==> config.mk <==
export PLATFORM = sky130hd
export DESIGN_NAME = burst_rx_bridge
export DESIGN_NICKNAME = d
export VERILOG_FILES = /design/src/rtl/burst_pkg.sv /design/src/rtl/burst_buf.sv /design/src/rtl/burst_rx_bridge.sv
export SDC_FILE = /design/constraint.sdc
export NUM_CORES = 1
export LEC_CHECK = 0
export CAP_MARGIN = 25
export CORE_MARGIN = 1
export CORE_UTILIZATION = 40
export DETAILED_ROUTE_END_ITERATION = 10
export GPL_TIMING_DRIVEN = 0
export SYNTH_ARGS = -nofsm -noshare
export SYNTH_HDL_FRONTEND = slang
export SYNTH_SLANG_ARGS = --single-unit
==> constraint.sdc <==
create_clock -name clk -period 2.9 [get_ports clk]
set_clock_uncertainty 0.05 [all_clocks]
set_input_delay 0.87 -clock clk [delete_from_list [all_inputs] [get_ports clk]]
set_output_delay 0.87 -clock clk [all_outputs]
set_load 0.03 [all_outputs]
### The clock network, run 1

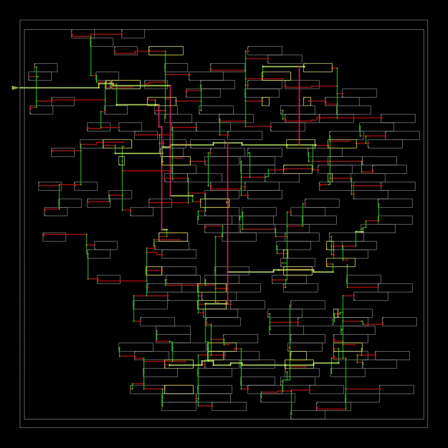
Worst-Skew Late Latency: 430 ps
P_clk: 2.28 mW
Seq cells: 164

### Signal metal coverage by tile, run 1

Scale: 3 px per µm. 26 x 26 tiles, from dark purple (low) to yellow (high), scaled to the fullest tile. Values are wire area over tile area, all layers added.
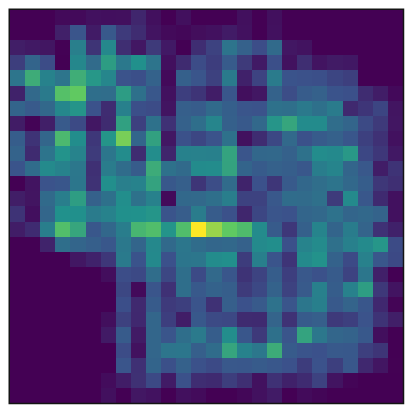
19% of the tiles are nearly empty. 5.9% of the tiles are over half the peak. The densest ninth of the die: middle. The mean over all tiles is 0.13. The fullest tile reaches 0.57. The emptiest ninth of the die: bottom left.
Vias: 3,816
routed wire length: 14.2 mm

### Signal wires on met3, run 1

Scale: 3 px per µm.
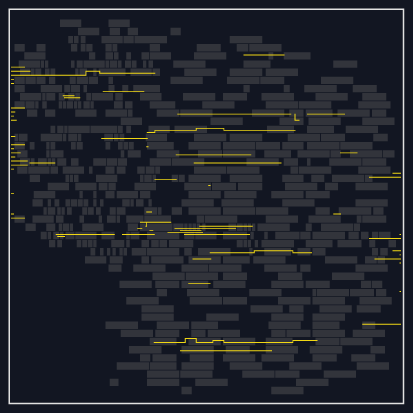
52 nets have wire on it. The longest straight run is 37.7 µm. The layer holds 4.5% of the routed length.
grt met3 use: 4.52%

==> results.ini, run 1 <==
[pwr]
powerSeq_mw=2.53
p_sw_mw=0.942
ir_drop_mv=0.431

[clocking]
cts-hold-fix-buffers=0
clk_pin_slew_ps=60
cts_tree=built

[cells_and_area]
largest_reg_flops=128
largest_class=registers
stdcell_area_um2=8180
final_cells=715
diodes=0
buffers_excl_clock=63

[synth]
ys_cells=423
fa_ha_area_share_pct=1.32
ys_warn_count=0
synthXorXnorAreaFrac_pct=2.50
netlist_area_um2=6650
compound_area_share_pct=4.05

[status]
violations=setup timing
status=finished, violations left

[timing]
period_used_pct=105
fin_ws_ps=-137
setup_viol=8

[setup_path]
crit_chain=buf_12 > mux4_2 > mux2i_2 > o22ai_1 > buf_4
crit_required_ps=1980
cp_slowest_stage_delay_ps=550
rr_worst_depth=5

[global_route]
grt_pass1_wl_mm=21.8
antenna_found_initial=0

[flow_run]
warning_count=31
maxCapViolCount=0

[floorplanning]
die_w_um=131

## Run 2: what changed since run 1
--- a/config.mk
+++ b/config.mk
@@ -5,6 +5,7 @@
 export SDC_FILE = /design/constraint.sdc
 export NUM_CORES = 1
 export LEC_CHECK = 0
+export ABC_CLOCK_PERIOD_IN_PS = 2900
 export CAP_MARGIN = 25
 export CORE_MARGIN = 1
 export CORE_UTILIZATION = 40
### Signal wires on met3, run 2

Scale: 3 px per µm.
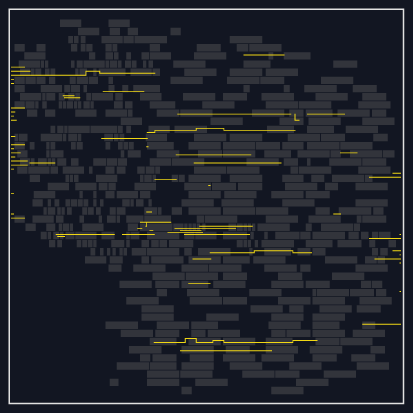
The layer holds 4.5% of the routed length. The longest straight run is 37.7 µm. 52 nets have wire on it.

==> run 2 against run 1 <==
The run still ends with setup timing left; largest power group unchanged; setup slack did not move; critical path type unchanged; combinational power about the same; highest routed layer unchanged; synthesized cell count stayed put; wire length did not move; clock-buffer cell count is the same; critical path depth is the same; clock power hardly changed; global-route usage unchanged; fmax stayed put; die area unchanged; hold slack unchanged; non-clock buffer count unchanged.
==> results.ini, run 2 <==
[status]
violations=setup timing  ; unchanged
status=finished, violations left  ; unchanged

[cells_and_area]
final_cells=715  ; unchanged
largest_class=registers  ; unchanged
flops=164  ; unchanged
diodes=0  ; unchanged

[synth]
fa_ha_area_share_pct=1.32  ; unchanged
ys_warn_count=0  ; unchanged
compound_area_share_pct=4.05  ; unchanged

[global_route]
grt_pass1_wl_mm=21.8  ; unchanged

[timing]
period_used_pct=105  ; unchanged
setup_viol=8  ; unchanged
fin_ws_ps=-137  ; unchanged

[routing]
wl_mm=14.2  ; unchanged
num_vias=3816  ; unchanged

[floorplanning]
die_w_um=131  ; unchanged

[pwr]
powerSeq_mw=2.53  ; about the same
clk-power_mw=2.28  ; about the same

[flow_run]
warning_count=31  ; unchanged

[clocking]
cts-hold-fix-buffers=0  ; unchanged

[setup_path]
rr_worst_depth=5  ; unchanged
cp_slowest_stage_delay_ps=550  ; about the same

### Cells by drive strength, run 2

Scale: 2 px per µm.
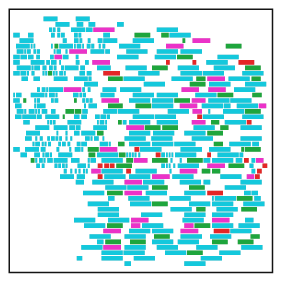
Cyan shows x1 and smaller, cells 383. Magenta shows x6 and larger, cells 34. Green shows x2, cells 62. Red shows x3 and x4, cells 20.
Buffers, non-clock: 63
worst setup margin: -137 ps
Layout area overhead: 23.0%
post-route cell area: 8180 µm²

Power is estimated from default activity; no workload was simulated.
